layer_met1.png
Bar = 20 um.
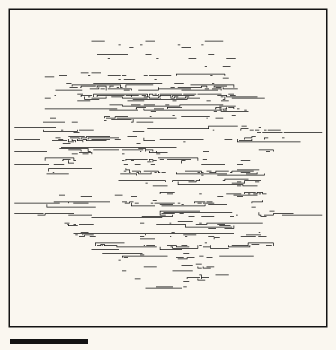
layer_met2.png
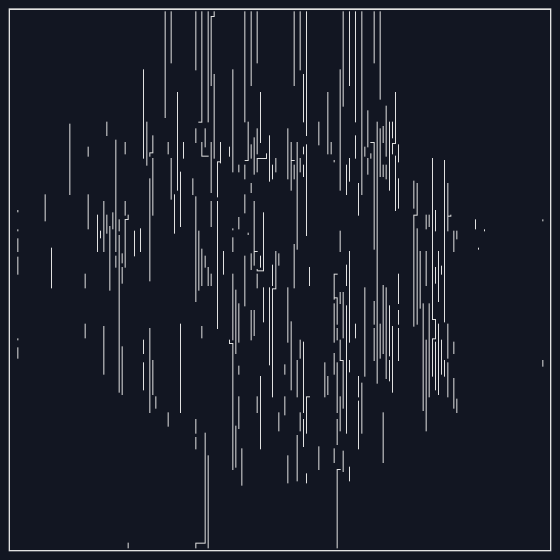
layer_met3.png
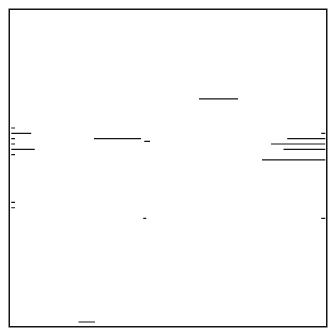
**src/rtl/tns_link_scheduler_if.sv**
```systemverilog
//-----------------------------------------------------------------------------
// tns_link_scheduler_if
//
// Purpose : Requester-side handshake bundle of the TNS link scheduler. It
//           carries two independent valid/ready word channels, one per
//           requester, which compete for the single TNS encoder input.
//
// Parameters
//   DATA_W      width of each requester word (TNS encoder datain width)
//
// Signals
//   req0_valid  requester 0 has a word
//   req0_data   requester 0 word
//   req0_ready  requester 0 word accepted at this edge when valid
//   req1_*      same as requester 0, for requester 1
//
// Modports
//   master      requester side: drives valid/data, observes ready
//   slave       scheduler side: observes valid/data, drives ready
//-----------------------------------------------------------------------------
`timescale 1ns/1ps

// Default encoder word width, used when the TNS encoder package has not
// already supplied it.
`ifndef BLEN09_C
`define BLEN09_C 9
`endif

interface tns_link_scheduler_if #(
  parameter int DATA_W = `BLEN09_C
);

  logic              req0_valid;
  logic [DATA_W-1:0] req0_data;
  logic              req0_ready;

  logic              req1_valid;
  logic [DATA_W-1:0] req1_data;
  logic              req1_ready;

  modport master (
    output req0_valid, req0_data,
    output req1_valid, req1_data,
    input  req0_ready, req1_ready
  );

  modport slave (
    input  req0_valid, req0_data,
    input  req1_valid, req1_data,
    output req0_ready, req1_ready
  );

endinterface

```
**src/rtl/tns_link_scheduler.sv**
```systemverilog
//-----------------------------------------------------------------------------
// tns_link_scheduler
//
// Purpose : Arbitrates two word streams onto one TNS encoder. After reset it
//           drives SYNC_CYC zero words so the encoder's running r_bit state
//           settles, then grants words with a bounded-burst round-robin
//           policy at up to one word per clock. The granted word is
//           registered onto enc_datain; one cycle later, when the encoder
//           codeout carries that word, link_valid/link_src flag it.
//
// Parameters
//   DATA_W      width of the binary word fed to the encoder
//   MAX_BURST   max consecutive grants to one requester while the other waits
//   SYNC_CYC    zero-data cycles driven after reset
//
// Ports
//   clock       rising-edge clock shared with the TNS encoder
//   reset_n     synchronous active-low reset
//   req         requester handshake bundle (slave modport)
//   enc_datain  registered word driving encoder datain
//   link_valid  encoder codeout holds a granted word this cycle
//   link_src    requester index of the word flagged by link_valid
//   busy        FSM not idle, or a word still in flight
//   stat0_cnt   accepted-word count, requester 0 (TNS_SCHED_STATS_EN only)
//   stat1_cnt   accepted-word count, requester 1 (TNS_SCHED_STATS_EN only)
//
// Build option
//   TNS_SCHED_STATS_EN  when defined, adds the saturating 16-bit per-requester
//                       accepted-word counters and their output ports.
//-----------------------------------------------------------------------------
`timescale 1ns/1ps

`ifndef BLEN09_C
`define BLEN09_C 9
`endif

module tns_link_scheduler #(
  parameter int DATA_W    = `BLEN09_C,
  parameter int MAX_BURST = 4,
  parameter int SYNC_CYC  = 2
) (
  input  logic              clock,
  input  logic              reset_n,
  tns_link_scheduler_if.slave req,
  output logic [DATA_W-1:0] enc_datain,
  output logic              link_valid,
  output logic              link_src,
  output logic              busy
`ifdef TNS_SCHED_STATS_EN
  ,
  output logic [15:0]       stat0_cnt,
  output logic [15:0]       stat1_cnt
`endif
);

  localparam int BURST_W = $clog2(MAX_BURST + 1);
  localparam int SYNC_W  = (SYNC_CYC > 1) ? $clog2(SYNC_CYC) : 1;

  localparam logic [BURST_W-1:0] BURST_MAX  = BURST_W'(MAX_BURST);
  localparam logic [SYNC_W-1:0]  SYNC_LAST  = SYNC_W'(SYNC_CYC - 1);

  typedef enum logic [1:0] {
    ST_SYNC  = 2'd0,
    ST_IDLE  = 2'd1,
    ST_SERVE = 2'd2
  } state_t;

  state_t              state;
  logic [SYNC_W-1:0]   sync_cnt;
  logic [BURST_W-1:0]  burst_cnt;
  logic                rr_ptr;     // requester favoured on a tie from IDLE
  logic                owner;      // requester granted most recently
  logic                pipe_valid; // word on enc_datain, codeout next cycle
  logic                pipe_src;

  logic                grant;
  logic                xfer;
  logic [DATA_W-1:0]   grant_data;

  //---------------------------------------------------------------------------
  // Grant selection. A lone requester always wins. On a tie the round-robin
  // pointer decides from IDLE; while serving, the current owner keeps the
  // link until its burst reaches MAX_BURST and then must yield.
  //---------------------------------------------------------------------------
  // NOTE: every signal assigned in always_comb gets a default on entry so no
  // path leaves it unassigned, which would otherwise infer a latch.
  always_comb begin
    grant = rr_ptr;
    if (req.req0_valid && !req.req1_valid) begin
      grant = 1'b0;
    end else if (!req.req0_valid && req.req1_valid) begin
      grant = 1'b1;
    end else if (req.req0_valid && req.req1_valid) begin
      if (state == ST_SERVE) begin
        grant = (burst_cnt < BURST_MAX) ? owner : ~owner;
      end else begin
        grant = rr_ptr;
      end
    end
  end

  // Ready is offered to the granted requester whenever the link is out of
  // SYNC, so at most one ready is ever high.
  assign req.req0_ready = (state != ST_SYNC) && (grant == 1'b0);
  assign req.req1_ready = (state != ST_SYNC) && (grant == 1'b1);

  assign xfer       = (state != ST_SYNC) &&
                      (grant ? req.req1_valid : req.req0_valid);
  assign grant_data = grant ? req.req1_data : req.req0_data;

  assign busy = (state != ST_IDLE) || pipe_valid || link_valid;

  //---------------------------------------------------------------------------
  // FSM, arbitration state and the two-stage output pipeline.
  // Stage 1 (edge k)  : word lands on enc_datain, pipe_valid marks it.
  // Stage 2 (edge k+1): encoder codeout holds the word, link_valid flags it.
  // enc_datain only changes on a transfer so the encoder input never toggles
  // on idle cycles.
  //---------------------------------------------------------------------------
  // NOTE: sequential state uses non-blocking assignments so every register
  // samples pre-edge values, independent of statement order.
  always_ff @(posedge clock) begin
    if (!reset_n) begin
      state      <= ST_SYNC;
      sync_cnt   <= '0;
      burst_cnt  <= '0;
      rr_ptr     <= 1'b0;
      owner      <= 1'b0;
      pipe_valid <= 1'b0;
      pipe_src   <= 1'b0;
      enc_datain <= '0;
      link_valid <= 1'b0;
      link_src   <= 1'b0;
    end else begin
      case (state)
        ST_SYNC: begin
          if (sync_cnt == SYNC_LAST) begin
            state <= ST_IDLE;
          end else begin
            sync_cnt <= sync_cnt + SYNC_W'(1);
          end
        end
        ST_IDLE: begin
          if (xfer) state <= ST_SERVE;
        end
        ST_SERVE: begin
          if (!xfer) state <= ST_IDLE;
        end
        default: state <= ST_SYNC;
      endcase

      pipe_valid <= xfer;
      link_valid <= pipe_valid;
      if (pipe_valid) link_src <= pipe_src;

      if (xfer) begin
        enc_datain <= grant_data;
        pipe_src   <= grant;
        owner      <= grant;
        rr_ptr     <= ~grant;
        // A new burst starts when ownership changes or the link was idle.
        if ((grant != owner) || (state == ST_IDLE)) begin
          burst_cnt <= BURST_W'(1);
        end else if (burst_cnt != BURST_MAX) begin
          burst_cnt <= burst_cnt + BURST_W'(1);
        end
      end else begin
        burst_cnt <= '0;
      end
    end
  end

`ifdef TNS_SCHED_STATS_EN
  //---------------------------------------------------------------------------
  // Per-requester accepted-word counters, saturating at all ones.
  //---------------------------------------------------------------------------
  always_ff @(posedge clock) begin
    if (!reset_n) begin
      stat0_cnt <= '0;
      stat1_cnt <= '0;
    end else if (xfer) begin
      if (!grant && (stat0_cnt != 16'hFFFF)) stat0_cnt <= stat0_cnt + 16'd1;
      if ( grant && (stat1_cnt != 16'hFFFF)) stat1_cnt <= stat1_cnt + 16'd1;
    end
  end
`endif

endmodule

```
**src/flat_wrapper.sv**
```systemverilog
// flat-port wrapper written by rule: the top's interface ports become plain ports
module tns_link_scheduler_flat 
#(
  parameter int DATA_W    = `BLEN09_C,
  parameter int MAX_BURST = 4,
  parameter int SYNC_CYC  = 2
)
  (clock, reset_n, enc_datain, link_valid, link_src, busy, req_req0_valid, req_req0_data, req_req1_valid, req_req1_data, req_req0_ready, req_req1_ready);
  tns_link_scheduler_if #(.DATA_W(DATA_W)) req_i ();
  input  logic clock;
  input  logic reset_n;
  output logic [DATA_W-1:0] enc_datain;
  output logic link_valid;
  output logic link_src;
  output logic busy;
  input wire logic [$bits(req_i.req0_valid)-1:0] req_req0_valid;
  input wire logic [$bits(req_i.req0_data)-1:0] req_req0_data;
  input wire logic [$bits(req_i.req1_valid)-1:0] req_req1_valid;
  input wire logic [$bits(req_i.req1_data)-1:0] req_req1_data;
  output wire logic [$bits(req_i.req0_ready)-1:0] req_req0_ready;
  output wire logic [$bits(req_i.req1_ready)-1:0] req_req1_ready;
  assign req_i.req0_valid = req_req0_valid;
  assign req_i.req0_data = req_req0_data;
  assign req_i.req1_valid = req_req1_valid;
  assign req_i.req1_data = req_req1_data;
  assign req_req0_ready = req_i.req0_ready;
  assign req_req1_ready = req_i.req1_ready;
  tns_link_scheduler #(.DATA_W(DATA_W), .MAX_BURST(MAX_BURST), .SYNC_CYC(SYNC_CYC)) u_core (.clock(clock), .reset_n(reset_n), .req(req_i), .enc_datain(enc_datain), .link_valid(link_valid), .link_src(link_src), .busy(busy));
endmodule
```
**config.mk**
```make
export PLATFORM = sky130hd
export DESIGN_NAME = tns_link_scheduler_flat
export DESIGN_NICKNAME = d
export VERILOG_FILES = /design/src/rtl/tns_link_scheduler_if.sv /design/src/rtl/tns_link_scheduler.sv /design/src/flat_wrapper.sv
export SDC_FILE = /design/constraint.sdc
export NUM_CORES = 1
export LEC_CHECK = 0
export ABC_AREA = 1
export CELL_PAD_IN_SITES_DETAIL_PLACEMENT = 0
export CELL_PAD_IN_SITES_GLOBAL_PLACEMENT = 2
export CORE_MARGIN = 5
export CORE_UTILIZATION = 22
export CTS_CLUSTER_SIZE = 10
export DETAILED_ROUTE_END_ITERATION = 6
export MAX_ROUTING_LAYER = met4
export PLACE_DENSITY = 0.75
export SYNTH_ARGS = -nofsm -noshare
export SYNTH_HDL_FRONTEND = slang
export SYNTH_SLANG_ARGS = --single-unit
export TNS_END_PERCENT = 100
```
**constraint.sdc**
```tcl
create_clock -name clock -period 1.05 [get_ports clock]
set_input_delay 0.21 -clock clock [delete_from_list [all_inputs] [get_ports clock]]
set_output_delay 0.21 -clock clock [all_outputs]
set_load 0.01 [all_outputs]
```
==> notes.md <==
flow finished, numbers: fin worst setup slack -0.414 ns, Yosys cell types 25, utilization after layout a little over two fifths, Reg clk slew, reported paths around 0.07 ns, Avg Cell Area, Syn 7.62 um2, Die Y about 80 um, Layout Cells excl Fill roughly 280, crit start category flop, failing checks negative setup slack, Clock Path Buffers 2, WL/cell about 12 um, Final setup viols 19, Log Warnings 30, max cap viols 0, area grow syn2layout 80.9%, total power ~2.3 mW, die extent in x between 80 and 90 um, Slew Limit Fails 0, first-pass GRT wire length between 5000 and 6000 um, drt first pass iters 4, Syn Nets between 150 and 200, Critical Path AT between 1 and 1.5 ns, yosys warning tally 0, RSZ-0062 raised after global routing yes, Post-CTS Hold Fix Bufs 0, leakage 0.933 nW, Post-DRT Antenna Nets 0, Tcrit/Tclk final 139%, fmax 683 MHz, cts bufs inserted 3, Synth Instances about 150, Worst Tran Pin Value between 0.2 and 0.25 ns, H-tree levels 1, run status finished, violations left, Pwr Density about 1100 nW/um2, gr usage total around a tenth, Late-Pin Clk Latency 0.26 ns, Crit Path Max Fanout 3, number of diodes 0, most frequent cells in the layout nand2_1, buf_4, clkdlybuf4s50_1, inv_1, dfxtp_2, HP Class reg -> reg, vias in the first global route between 1k and 1.5k, io pins 36, IO buf count 35, worst slack, placed -0.849 ns, CTS sink cnt 20, Peak VDD IR approximately 0.5 mV, clock root buffer clkbuf_8, Worst Path Required 0.84 ns, type of destination of the critical path output pin, Synth Cell Area roughly 1100 um2, Tmin final about 1.5 ns, initial antenna violation count 0, yosys stat area 1100 um2, Fin Hold WS about 0.46 ns, Initial DRC Count 49, Final Hold Fails 0, Placement Rows 25, Residual DRC 0, critical path class reg -> out, nets@finish ~240, die footprint 6540 um2, Max-Slew Margin vs Limit 84.7%, Clock Skew about 0.009 ns, FP Util 23.1%, grt ovf 0, largest net degree at the start of global routing 17, register area share after synthesis 36.2%, most used logic cell in the final layout nand2_1, Core Box Area 4790 um2, routed vias/inst 4.14, CTS tree done
Notes on layer_met1.png above:
main direction = horizontal
nets with wire on the layer = 216
wire length on this layer = 1540 um
longest straight run = 40.9 um
met1 Use GR: 13.1%
vias post-DR: 1159
Routed WL: 3350 um

Notes on layer_met2.png above:
main direction = vertical
nets with wire on the layer = 191
share of all routed wire = 49%
met2 Usage GRT: 16.6%

Notes on layer_met3.png above:
wire length on this layer = 92.0 um
longest straight run = 15.9 um

registers in the layout, indices dropped and copies added (netlist names):
register	flops
u_core.burst_cnt	3
u_core.link_valid	1
u_core.rr_ptr	1
u_core.state	2
u_core.pipe_src	1
u_core.sync_cnt	1
u_core.enc_datain	9
u_core.pipe_valid	1
u_core.link_src	1
final timing paths:
path,start,end,slack [ns],depth (start not counted)
worst max-delay path,u_core.state[0],req_req1_ready,-0.41,8
worst min-delay path,u_core.sync_cnt,u_core.state[0],0.46,2
worst max register to register,u_core.pipe_src,u_core.burst_cnt[0],-0.39,13
worst min register to register,u_core.sync_cnt,u_core.state[0],0.46,2
report_power, final:
| group | switching [mW] | total, mW | internal [mW] | leakage [nW] |
|---|---|---|---|---|
| logic | 0.299 | 0.652 | 0.352 | 0.728 |
| clock network | 0.276 | 0.785 | 0.509 | 0.0357 |
| registers | 0.0236 | 0.830 | 0.806 | 0.170 |
synth_stat cells:
cell      count  area [um2]
nand3_2      11         110
o21ai_0       4        20.0
nor3_2        2        20.0
buf_4         3        22.5
nand2_1      27         101
nand2_2       4        25.0
o21ai_1       2        10.0
nand2_4       1        11.3
xor2_1        1        8.76
nand4_1      10        62.6
nor2_1       10        37.5
dfxtp_1      20         400
nor2_4        1        11.3
nor2_2        2        12.5
inv_2         4        15.0
a21oi_2       1        8.76
nand3_1       9        45.0
nand3b_1      1        7.51
a21oi_1       3        15.0
buf_6         1        11.3
inv_1        22        82.6
buf_12        1        20.0
o21bai_2      1        11.3
ha_1          2        25.0
buf_2         2        10.0
metal layers:
metal | part of all wire (%) | GRT usage (%) | wire, um
met3 | 2.7 | 1.22 | 92
met2 | 49 | 16.6 | 1660
met1 | 46 | 13.1 | 1540
met5 | 0 | - | 0
met4 | 2.0 | 5.07 | 66
layout make-up:
cell class | count | area (um2) | area share, %
repair buffers | 71 | 674 | 33.8
well taps | 67 | 83.8 | 4.20
clock buffers | 3 | 41.3 | 2.07
flip-flops and latches | 20 | 419 | 21.0
inverters | 26 | 100 | 5.01
clock inverters | 1 | 30.0 | 1.50
multi-input cells | 92 | 649 | 32.5
logic make-up after synthesis:
kind of cell	share of synthesized area, %
AND-OR/OR-AND	5.89
XOR/XNOR	0.793
adder cells (fa/ha/maj)	2.26
buffers and inverters	14.6
flip-flops	36.2
AND/OR/NAND/NOR	40.2
what timing repair did:
| action | in CTS | in global routing |
|---|---|---|
| gates resized | 68 | 37 |
| cloned | 0 | 1 |
| endpoints found under the setup margin | 31 | 32 |
| buffers inserted | 3 | 7 |
| pin swaps | 12 | 9 |
worst max-delay path, stage by stage (launching register included):
cell     delay [ns]
dfxtp_2        0.33
inv_2          0.07
nand2_4        0.06
a21oi_2        0.12
nand2_2        0.09
nand2_4        0.09
inv_2          0.04
nor2_2         0.07
buf_2          0.13
stage by stage:
stage / cell area [um2] / TNS [ns]
after floorplan: 1120 / -0.736
after global placement: 1720 / -11.33
after detailed placement: 1720 / -11.19
after CTS: 1860 / -6.04
after global routing: 2000 / -7.73
final: 2000 / -5.87
Power and IR drop assume default switching activity.
